===== src/rtl/noc_port_arbiter.sv =====
// Round-robin, packet-locked arbiter sharing one NoC injection port among NumReq requesters.
// Optional per-requester packet counters are enabled with NOC_PORT_ARBITER_STATS_EN.
//
// state  | meaning
// IDLE   | no packet in flight, round-robin search from rr_ptr
// LOCKED | mid-packet, only lock_idx may be granted until its last flit
module noc_port_arbiter #(
    parameter int NumReq    = 4,
    parameter int DataWidth = 64,
    parameter int IdxWidth  = (NumReq > 1) ? $clog2(NumReq) : 1,
    parameter int CntWidth  = 16
) (
    input  logic                          clk_i,
    input  logic                          rst_i,
    input  logic [NumReq-1:0]             req_valid_i,
    output logic [NumReq-1:0]             req_ready_o,
    input  logic [NumReq*DataWidth-1:0]   req_data_i,
    input  logic [NumReq-1:0]             req_last_i,
    output logic                          out_valid_o,
    input  logic                          out_ready_i,
    output logic [DataWidth-1:0]          out_data_o,
    output logic                          out_last_o,
    output logic [IdxWidth-1:0]           out_idx_o,
    output logic                          busy_o,
    output logic [NumReq*CntWidth-1:0]    pkt_cnt_o
);

    typedef enum logic {
        IDLE   = 1'b0,
        LOCKED = 1'b1
    } state_e;

    state_e                state_q, state_d;
    logic [IdxWidth-1:0]   rr_ptr_q, rr_ptr_d;
    logic [IdxWidth-1:0]   lock_idx_q, lock_idx_d;
    logic                  out_valid_q, out_valid_d;
    logic [DataWidth-1:0]  out_data_q, out_data_d;
    logic                  out_last_q, out_last_d;
    logic [IdxWidth-1:0]   out_idx_q, out_idx_d;

    logic                  free;
    logic                  grant_vld;
    logic [IdxWidth-1:0]   grant_idx;
    logic [IdxWidth-1:0]   cand_idx;
    logic                  accept;
    logic                  acc_last;

    assign free = !out_valid_q || out_ready_i;

    // Search descends so the candidate closest to rr_ptr is the one left standing.
    always_comb begin
        grant_vld = 1'b0;
        grant_idx = '0;
        cand_idx  = '0;
        if (state_q == LOCKED) begin
            grant_vld = req_valid_i[lock_idx_q];
            grant_idx = lock_idx_q;
        end else begin
            for (int k = NumReq - 1; k >= 0; k--) begin
                cand_idx = IdxWidth'((int'(rr_ptr_q) + k) % NumReq);
                if (req_valid_i[cand_idx]) begin
                    grant_vld = 1'b1;
                    grant_idx = cand_idx;
                end
            end
        end
    end

    assign accept   = grant_vld && free;
    assign acc_last = req_last_i[grant_idx];

    always_comb begin
        req_ready_o = '0;
        if (accept) begin
            req_ready_o[grant_idx] = 1'b1;
        end
    end

    always_comb begin
        state_d     = state_q;
        rr_ptr_d    = rr_ptr_q;
        lock_idx_d  = lock_idx_q;
        out_valid_d = out_valid_q;
        out_data_d  = out_data_q;
        out_last_d  = out_last_q;
        out_idx_d   = out_idx_q;
        if (free) begin
            out_valid_d = accept;
        end
        if (accept) begin
            out_data_d = req_data_i[grant_idx*DataWidth +: DataWidth];
            out_last_d = acc_last;
            out_idx_d  = grant_idx;
            if (acc_last) begin
                state_d  = IDLE;
                rr_ptr_d = (grant_idx == IdxWidth'(NumReq - 1)) ? '0 : grant_idx + 1'b1;
            end else if (state_q == IDLE) begin
                state_d    = LOCKED;
                lock_idx_d = grant_idx;
            end
        end
    end

    always_ff @(posedge clk_i) begin
        if (rst_i) begin
            state_q     <= IDLE;
            rr_ptr_q    <= '0;
            lock_idx_q  <= '0;
            out_valid_q <= 1'b0;
            out_data_q  <= '0;
            out_last_q  <= 1'b0;
            out_idx_q   <= '0;
        end else begin
            state_q     <= state_d;
            rr_ptr_q    <= rr_ptr_d;
            lock_idx_q  <= lock_idx_d;
            out_valid_q <= out_valid_d;
            out_data_q  <= out_data_d;
            out_last_q  <= out_last_d;
            out_idx_q   <= out_idx_d;
        end
    end

    assign out_valid_o = out_valid_q;
    assign out_data_o  = out_data_q;
    assign out_last_o  = out_last_q;
    assign out_idx_o   = out_idx_q;
    assign busy_o      = (state_q == LOCKED) || out_valid_q;

`ifdef NOC_PORT_ARBITER_STATS_EN
    logic [NumReq-1:0][CntWidth-1:0] cnt_q, cnt_d;

    // Counters saturate rather than wrap so a stuck-high count is distinguishable.
    always_comb begin
        cnt_d = cnt_q;
        if (accept && acc_last && (cnt_q[grant_idx] != '1)) begin
            cnt_d[grant_idx] = cnt_q[grant_idx] + 1'b1;
        end
    end

    always_ff @(posedge clk_i) begin
        if (rst_i) begin
            cnt_q <= '0;
        end else begin
            cnt_q <= cnt_d;
        end
    end

    assign pkt_cnt_o = cnt_q;
`else
    assign pkt_cnt_o = '0;
`endif

endmodule

===== config.mk =====
export PLATFORM = sky130hd
export DESIGN_NAME = noc_port_arbiter
export DESIGN_NICKNAME = d
export VERILOG_FILES = /design/src/rtl/noc_port_arbiter.sv
export SDC_FILE = /design/constraint.sdc
export NUM_CORES = 1
export LEC_CHECK = 0
export CAP_MARGIN = 30
export CORE_AREA = 2 2 156 158
export CTS_CLUSTER_DIAMETER = 100
export DETAILED_ROUTE_END_ITERATION = 10
export DIE_AREA = 0 0 158 160
export GPL_ROUTABILITY_DRIVEN = 0
export PLACE_DENSITY_LB_ADDON = 0.2
export SYNTH_ARGS = -nofsm -noshare
export SYNTH_HDL_FRONTEND = slang
export SYNTH_SLANG_ARGS = --single-unit

===== constraint.sdc =====
create_clock -name clk_i -period 3.1 [get_ports clk_i]
set_input_delay 0.465 -clock clk_i [delete_from_list [all_inputs] [get_ports clk_i]]
set_output_delay 0.465 -clock clk_i [all_outputs]
set_load 0.01 [all_outputs]

Fig. 1: run 1, gate families picked out
Drawn at 3 px/µm.
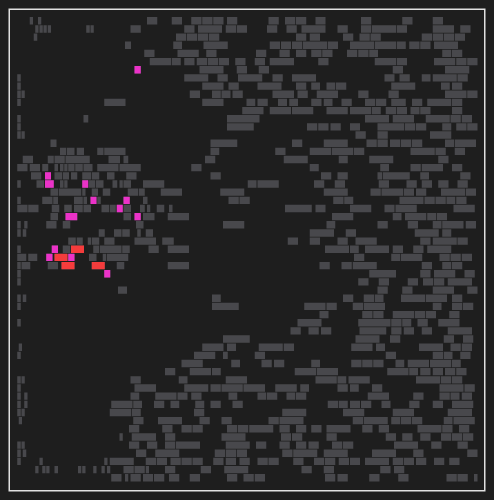
Key: AND and OR gates = magenta [cells 13, most used and2_1, where left middle]; adder and majority cells = red [cells 4, most used ha_1, where left middle]

Fig. 2: run 1, pin placement
Drawn at 3 px/µm. Pins as bars across the die edge, other pins in grey.
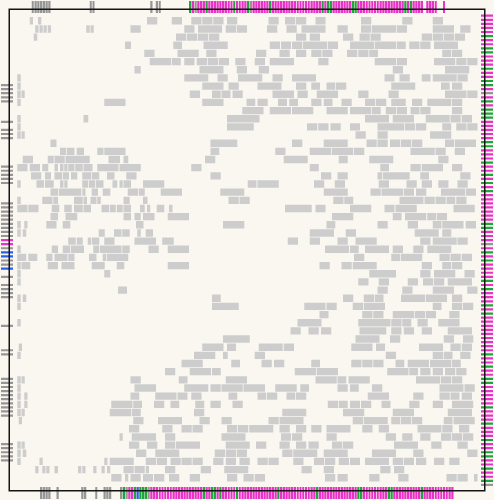
Key: req_ready_o = blue [pins 4, direction output, edge 3 left, 1 bottom]; req_data_i = magenta [pins 256, direction input, edge 100 bottom, 78 right, 76 top, 2 left]; out_data_o = green [pins 64, direction output, edge 35 right, 17 bottom, 12 top]
All pins by edge: 132 bottom, 116 right, 102 top, 54 left.

Fig. 3: run 1, placed standard cells
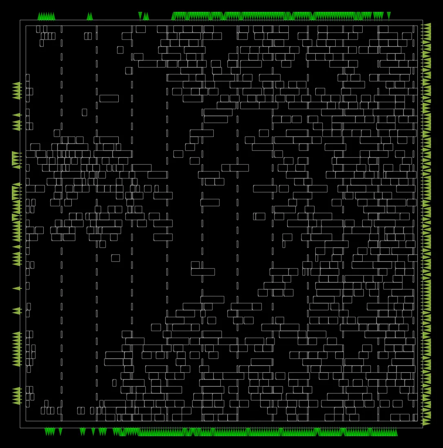
Tapcells: 324
fill cell count: 2,339

==> GITHUB_STEP_SUMMARY, run 1 <==
## PnR job results

| Metric | Value |
|---|---|
| Status | completed |
| Ratio of final minimum period to clock period | slightly below 100% |
| Clk buf depth | 2 |
| CTS hold repair buffers | 0 |
| Warnings from Yosys | 0 |
| Syn avg cell area | 12.5 µm² |
| Hold_sp | out_data_o[48] |
| Mapped Cells | 373 |
| # clock sinks | 73 |
| Worst reg2reg setup slack | 0.62 ns |
| Minimum clock period | ~3 ns |
| Top cell type by total area after synthesis | mux4_2 |
| Global Route Usage Sum | 16.0% |
| Crit path cell chain | clkdlybuf4s50_1 -> or2_1 -> and4_1 -> or3_4 -> buf_4 -> ha_1 -> and2_1 -> dlygate4sd2_1 |
| Multi-input gates | 265 |
| Yosys top cell by instances | dfxtp_1 |
| First-pass GRT wire length | 29,900 µm |
| Final ANT Viol Nets | 0 |
| Pwr/cell area | 621 nW/µm² |
| EDFF count, synth | 0 |
| DP Cell Count | 1,028 |
| N_diodes | 6 |
| Vias/cell | 4.31 |
| PostCTS Resize Cnt | 4 |
| Synth-to-layout area growth | 85.4% |
| Sequential share of cell area | 17.0% |
| Max Cap Violations | 0 |
| Fmax | around 0.33 GHz |
| Comb area | approximately 2800 µm² |
| DRT Pass-1 Iters | 4 |
| Logic share of the area | 32.3% |
| YS chip area | between 4000 and 5000 µm² |
| Ys flop type | dfxtp_1 |
| Distinct lib cells used | 39 |
| Post-route non-filler standard cell count | 1,050 |
| Starting DRT DRC Count | 168 |
| Vias | 4,521 |
| CP Capture Type | output port |
| Fin. Hold Viols | 0 |
| Crit path depth | 8 |
| Largest net degree at the start of global routing | 65 |
| Die Area | 25,300 µm² |
| FF+latch area | 1460 µm² |
| Vias in the first global route | 4,606 |
| Nets | 986 |
| Final setup fails | 0 |
==> run 1: metrics by stage <==
| stage | utilization, % | instance area, µm² | hold slack, ns | setup WS, ns |
|---|---|---|---|---|
| 3_5_place_dp | 34.8 | 8280 | 0.463 | -0.124 |
| 4_1_cts | 36.1 | 8600 | 0.482 | 0.0963 |
| 5_1_grt | 36.2 | 8620 | 0.491 | 0.0327 |
| 3_3_place_gp | 34.8 | 8280 | 0.461 | -0.0979 |
| 2_1_floorplan | - | 4880 | 0.458 | 0.536 |
| 6_report | 36.2 | 8620 | 0.477 | 0.102 |
==> run 1: power breakdown <==
| group | internal (W) | switching [W] | total (W) | leakage, nW |
|---|---|---|---|---|
| combinational | 0.00166 | 0.00115 | 0.00281 | 2.47 |
| sequential | 0.00121 | 0.000161 | 0.00137 | 0.604 |
| clock | 0.000730 | 0.000439 | 0.00117 | 0.163 |
| total | 0.00360 | 0.00175 | 0.00535 | 3.24 |
==> run 1: metal layers <==
| layer | wire length (µm) | up-vias | part of all wire, % | track usage, % |
|---|---|---|---|---|
| met3 | 1770 | 25 | 8.3 | 5.16 |
| met4 | 422 | 2 | 2.0 | 5.53 |
| li1 | - | 2044 | - | - |
| met2 | 11000 | 208 | 52 | 28.7 |
| met5 | 15 | - | 0.070 | 0 |
| met1 | 8100 | 2242 | 38 | 17.7 |
==> run 1: registers in the layout (all words and copies together) (netlist names) <==
signal       cells
out_idx_o        2
out_data_o      64
out_last_o       1
lock_idx_q       2
out_valid_o      1
state_q          1
rr_ptr_q         2
Fig. 4: run 1, cells by drive strength
Drawn at 3 px/µm.
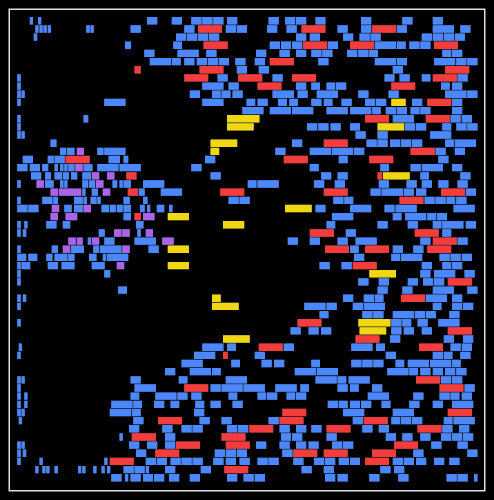

==> run 2, diff against run 1 <==
- PLACE_DENSITY: unset -> 0.67
- PLACE_DENSITY_LB_ADDON: 0.2 -> unset
- SETUP_SLACK_MARGIN: unset -> 0.2
Fig. 5: run 2, cells by drive strength
Drawn at 3 px/µm.
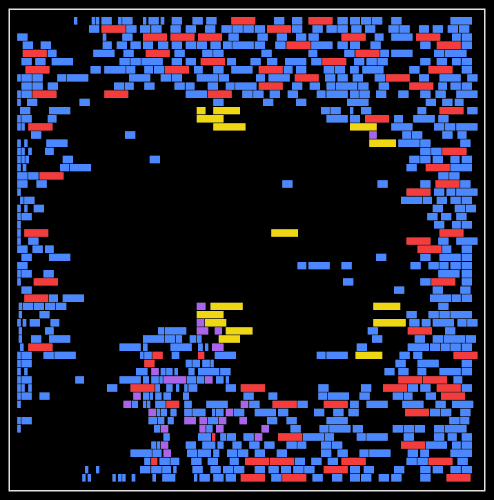
Key: drive 1 or less = blue [cells 606, share 85%, most used clkdlybuf4s50_1]; drive 3 to 4 = purple [cells 25, share 3.5%, most used buf_4]; drive 6 and up = yellow [cells 15, share 2.1%, most used clkbuf_16]; drive 2 = red [cells 71, share 9.9%, most used mux4_2]

Fig. 6: run 2, placed standard cells
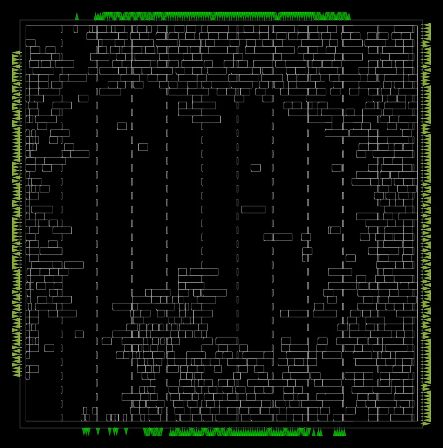
flop count: 73
sequential share of cell area: 17.0%
fill cell count: 2,368

==> run 2 against run 1 <==
- non-clock buffer count fell by 3
- critical path depth fell by 1
- clock-buffer cell count did not move
- sequential power barely moved
- total power barely moved
- worst hold slack got worse by 0.0022 ns
- setup slack improved by 0.16 ns
==> GITHUB_STEP_SUMMARY, run 2 <==
## PnR job results

| Metric | Value |
|---|---|
| Minimum clock period | 2.84 ns (-0.157 ns) |
| Met3 GRT Util | 4.42% (-0.73 points) |
| DR WL/cell | about 18 µm |
| Fmax | 0.352 GHz (+5.5%) |
| EDFF count, synth | 0 (unchanged) |
| Row count | between 50 and 60 |
| Crit path buffers/inverters | 2 |
| Die W | 158 µm |
| Synth-to-layout area growth | 84.7% |
| Worst rel slew slack | 56.8% |
| Pwr/cell area | 623 nW/µm² (+0.29%) |
| Top cell type by total area after synthesis | mux4_2 |
| Starting DRT DRC Count | 262 (+56%) |
| Worst reg2reg setup slack | 0.64 ns (+0.02 ns) |
| Fin area | 8590 µm² (-0.38%) |
| Syn avg cell area | 12.5 µm² (unchanged) |
| HP Class | register to register |
| First-pass GRT wire length | 26,200 µm (-12%) |
| Yosys cell count | 373 |
| YS chip area | 4650 µm² (unchanged) |
| CP Capture Type | output port |
| Max Slew Vio Count | 0 |
| Post-route non-filler standard cell count | 1,043 (-0.67%) |
| IO buf count | 339 |
| Global Route Usage Sum | 13.7% (-2.4 points) |
| Distinct lib cells used | 39 (unchanged) |
| Clk buf depth | 2 (unchanged) |
| Largest stage delay, worst path | 0.43 ns |
| Crit path cell chain | clkdlybuf4s50_1 -> or2_1 -> and4_1 -> or3_4 -> ha_1 -> and2_1 -> dlygate4sd2_1 |
| Crit Path Max Fanout | 5 |
| Largest cells by area after synthesis | mux4_2, dfxtp_1, a22o_1 |
| Static leakage | about 3.2 nW |
| Tot Pwr | 0.00535 W |
| Metal3 WL | 1950 µm (+9.9%) |
| Cell Area, Placed | 8230 µm² (-0.66%) |
| CTS hold repair buffers | 0 (unchanged) |
| Nets | 983 (-0.30%) |
| Post-synth top cells | dfxtp_1, mux4_2, a22o_1, buf_4, buf_2 |
| GR Layer Usage met2 | 24.6% (-4.2 points) |
| Smallest hold slack | 0.475 ns (-0.00215 ns) |
| Vias in the first global route | 4,545 (-1.3%) |
| Fin. Hold Viols | 0 (unchanged) |
| Core Density at Floorplan | 19.5% |
| Hold_sp | out_data_o[28] |
| DR top layer | met4 |
| Yosys top cell by instances | dfxtp_1 |
| Met1 Resource Use GR | 15.5% (-2.2 points) |
| Worst-Margin Slew | 0.646 ns |
| Dpl ws | -0.0965 ns (+0.0278 ns) |
| Top delay family on crit path | simple AND/OR/NAND/NOR gates |
| Met2 Routed Length | 9310 µm (-15%) |
| Crit path depth | 7 (-1) |
| Core Util, Final | 36.0% (-0.14 points) |
| Registers, synthesis | roughly 73 |
| CP arrival | 2.38 ns |
| DRT Pass-1 Iters | 4 (unchanged) |
| Ratio of final minimum period to clock period | 91.6% (-5.1 points) |
| Warnings from Yosys | 0 (unchanged) |
| Largest net degree at the start of global routing | 50 (-23%) |
| Worst vdd ir | 0.277 mV |
| Final ANT Viol Nets | 0 (unchanged) |
| Reg2Reg Depth | 8 |
| Max Cap Violations | 0 (unchanged) |
| Vias/cell | 4.25 (-1.4%) |
| Post-Route M1 WL | 6850 µm (-15%) |
| Final setup fails | 0 (unchanged) |
| Ys flop type | dfxtp_1 |
| Top Usage Layer GRT | met2 |
| Area leader share | 31.5% |
| Final WS setup | 0.260 ns (+0.157 ns) |
| Mapped Cells | 373 (unchanged) |
| Required time worst endpoint | 2.63 ns |
| RR Startpoint | rr_ptr_q[0] |
| Die Area | 25,300 µm² (unchanged) |
| Status | completed |
| DP Cell Count | 1,024 (-0.39%) |
| Max reg flops | 64 (unchanged) |
| CP max stage cell | or3_4 |
| # clock sinks | 73 (unchanged) |
| # IOs | ~400 |
| Vias | 4,428 (-2.1%) |
| CTS root buf | clkbuf_16 |
run 2: timing repair:
item / CTS / global route
resized: 8 / 2
setup endpoints to repair: 4 / 4
endpoints found under the hold margin: 0 / 0
pin swaps: 1 / 1
setup buffers: 1 / 0
run 2: area by class of cell:
type	count	area, µm²
Fill cell	2368	15200
Timing Repair Buffer	359	3560
Multi-Input combinational cell	265	2790
Sequential cell	73	1460
Tap cell	324	405
Clock buffer	10	229
Clock inverter	6	115
Inverter	4	17.5
Antenna cell	2	5.00
run 2: power by group:
group	switching [W]	internal, W	total [W]
combinational	0.00108	0.00163	0.00271
sequential	0.000174	0.00121	0.00139
clock	0.000459	0.000793	0.00125
run 2: worst register-to-register path, cell delays in order, from the launching register on:
cell and delay, ns:
dfxtp_1 0.38, nand2b_1 0.16, buf_4 0.12, a21o_1 0.16, a31oi_4 0.13, inv_4 0.10, buf_4 0.48, mux4_2 0.59
a22o_1 0.23
run 2: kinds of logic after synthesis:
group	Yosys count	share of synthesized area [%]
other	1	0.0807
multiplexers	67	32.0
adder cells (fa/ha/maj)	4	1.08
AND/OR/NAND/NOR	43	5.36
AND-OR/OR-AND	87	16.0
flip-flops	73	31.4
buffers and inverters	98	14.1
run 2: worst max-delay path by stage:
stage	start	end	slack, ns
2_1_floorplan	req_valid_i[2]	req_ready_o[0]	0.54
3_3_place_gp	req_valid_i[2]	out_data_o[23]	-0.06
3_5_place_dp	req_valid_i[1]	req_ready_o[0]	-0.1
4_1_cts	req_valid_i[0]	req_ready_o[3]	0.20
5_1_grt	req_valid_i[3]	req_ready_o[3]	0.21
6_report	req_valid_i[3]	req_ready_o[3]	0.26
Fig. 7: run 2, port wiring
Drawn at 1.5 px/µm.
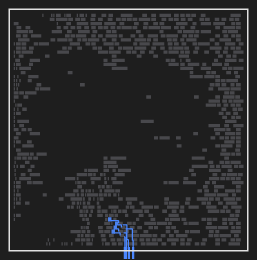

==> run 3, diff against run 2 <==
- CORE_AREA: 2 2 156 158 -> 2 2 159 161
- DIE_AREA: 0 0 158 160 -> 0 0 161 163
- SLEW_MARGIN: unset -> 40
- clock period: 3.1 -> 2.3 ns (I/O delays scaled with it)
Fig. 8: run 3, port wiring
Drawn at 1.5 px/µm.
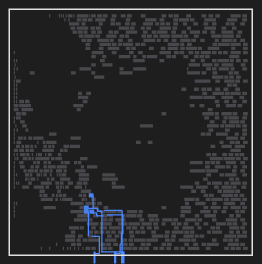
Key: req_ready_o = blue [bits 4, direction output, edge bottom, end cells 4, buffers 4, wire 194 µm]
IO buf count: 339
# IOs: 404

==> run 3 against run 2 <==
- first-iteration DRC count is 2.3% lower
- worst hold slack gained 0.0011 ns
- die size up 3.8%
- sequential power increased by 33%
==> GITHUB_STEP_SUMMARY, run 3 <==
## PnR job results

| Metric | Value |
|---|---|
| Status | completed |
| Vias/cell | 4.25 (about the same) |
| Ys flop type | dfxtp_1 |
| Largest cells by area after synthesis | mux4_2, dfxtp_1, a22o_1 |
| Seq pwr | 0.00185 W (+33%) |
| Required time worst endpoint | 1.96 ns (-0.67 ns) |
| Global Route Usage Sum | 14.0% (+0.34 points) |
| # clock sinks | 73 (unchanged) |
| Logic gate share of total power | 54.5% (+3.9 points) |
| Worst vdd ir | 0.355 mV (+28%) |
| Clk pwr | 0.00168 W (+34%) |
| Crit path buffers/inverters | 3 (+1) |
| DP Cell Count | 1,045 (+2.1%) |
| Met3 GRT Util | 3.95% (-0.48 points) |
| Crit path cell chain | dlygate4sd2_1 -> nor2b_4 -> a311o_1 -> a31oi_4 -> clkinv_4 -> ha_4 -> and2_4 -> buf_6 |
| Met1 Resource Use GR | 16.5% (+1.0 points) |
| Yosys cell count | 373 (unchanged) |
| Row count | 58 (+1.8%) |
| Static leakage | 3.41 nW (+5.7%) |
| Max Cap Violations | 0 (unchanged) |
| Clk buf depth | 2 (unchanged) |
| Starting DRT DRC Count | 256 (-2.3%) |
| HP Class | register to register |
| Syn avg cell area | 12.5 µm² (unchanged) |
| Vias | 4,557 (+2.9%) |
| Ratio of final minimum period to clock period | between 90 and 100% |
| Final ANT Viol Nets | 0 (unchanged) |
| EDFF count, synth | 0 (unchanged) |
| Synth-to-layout area growth | 94.7% |
| Met2 Routed Length | 10,200 µm (+9.2%) |
| Combinational power | 0.00423 W (+56%) |
| Warnings from Yosys | 0 (unchanged) |
| Max Slew Vio Count | 0 (unchanged) |
| GR Layer Usage met2 | 24.4% (-0.14 points) |
| DR top layer | met4 |
| Max reg flops | 64 (unchanged) |
| DR WL/cell | 18.3 µm (+4.1%) |
| Tot Pwr | 0.00775 W (+45%) |
| Largest net degree at the start of global routing | 36 (-28%) |
| Post-route non-filler standard cell count | 1,073 (+2.9%) |
| Metal3 WL | 1470 µm (-25%) |
| Top pwr grp | combinational logic |
| Fin. Hold Viols | 0 (unchanged) |
| CTS root buf | clkbuf_16 |
| Clk pwr share | 21.6% (-1.8 points) |
Fig. 9: run 3, pin placement
Drawn at 3 px/µm. Pins as bars across the die edge, other pins in grey.
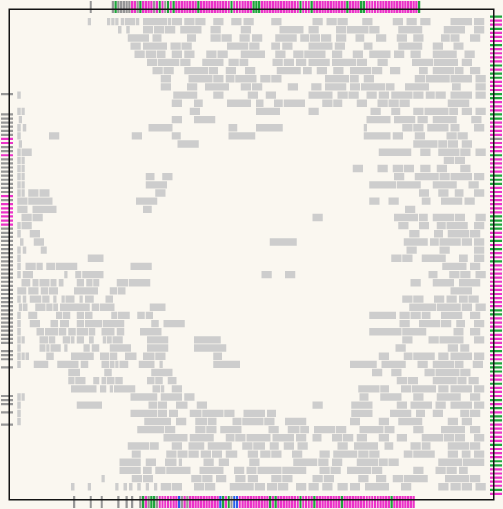
die height: 163 µm
Die W: 161 µm

## run 3: cell counts after synthesis
Identical to the previous run, type by type.
## run 3: layout make-up
cell class	instances	area [µm²]
multi-input cells	265	2920
fillers	2423	15600
well taps	330	413
inverters	4	25.0
clock inverters	6	115
repair buffers	381	3870
diodes	4	10.0
flip-flops and latches	73	1470
clock buffers	10	229
## run 3: stage by stage
step	cell area (µm²)	hold WS, ns	utilization [%]	worst slack [ns]	TNS, ns
2_1_floorplan	4940	0.485	-	0.181	0
6_report	9050	0.476	36.7	0.0384	0
5_1_grt	9050	0.494	36.7	-0.0246	-0.0723
3_3_place_gp	8410	0.459	34.1	-0.609	-36.24
3_5_place_dp	8410	0.463	34.1	-0.663	-38.37
4_1_cts	8910	0.482	36.1	0.0117	0
## run 3: repair_timing
item,4_1_cts,5_1_grt
gates resized,55,25
hold endpoints to repair,0,0
pin swaps,6,13
setup endpoints to repair,73,74
cloned,0,1
buffers inserted,3,4
## run 3: worst paths after layout
| kind | endpoint | cells after the start | slack (ns) | start |
|---|---|---|---|---|
| worst max register to register | out_data_o[44] | 8 | 0.07 | rr_ptr_q[0] |
| worst max-delay path | req_ready_o[3] | 8 | 0.04 | req_valid_i[2] |
| worst min register to register | out_data_o[29] | 1 | 0.48 | out_data_o[29] |
| worst min-delay path | out_data_o[29] | 1 | 0.48 | out_data_o[29] |
## run 3: kinds of logic after synthesis
| kind of cell | share of synthesized area [%] |
|---|---|
| buffers and inverters | 14.1 |
| AND-OR/OR-AND | 16.0 |
| flip-flops | 31.4 |
| multiplexers | 32.0 |
| AND/OR/NAND/NOR | 5.36 |
| adder cells (fa/ha/maj) | 1.08 |
| other | 0.0807 |
Power figures rest on the tool's default switching activity, not on a simulated workload.
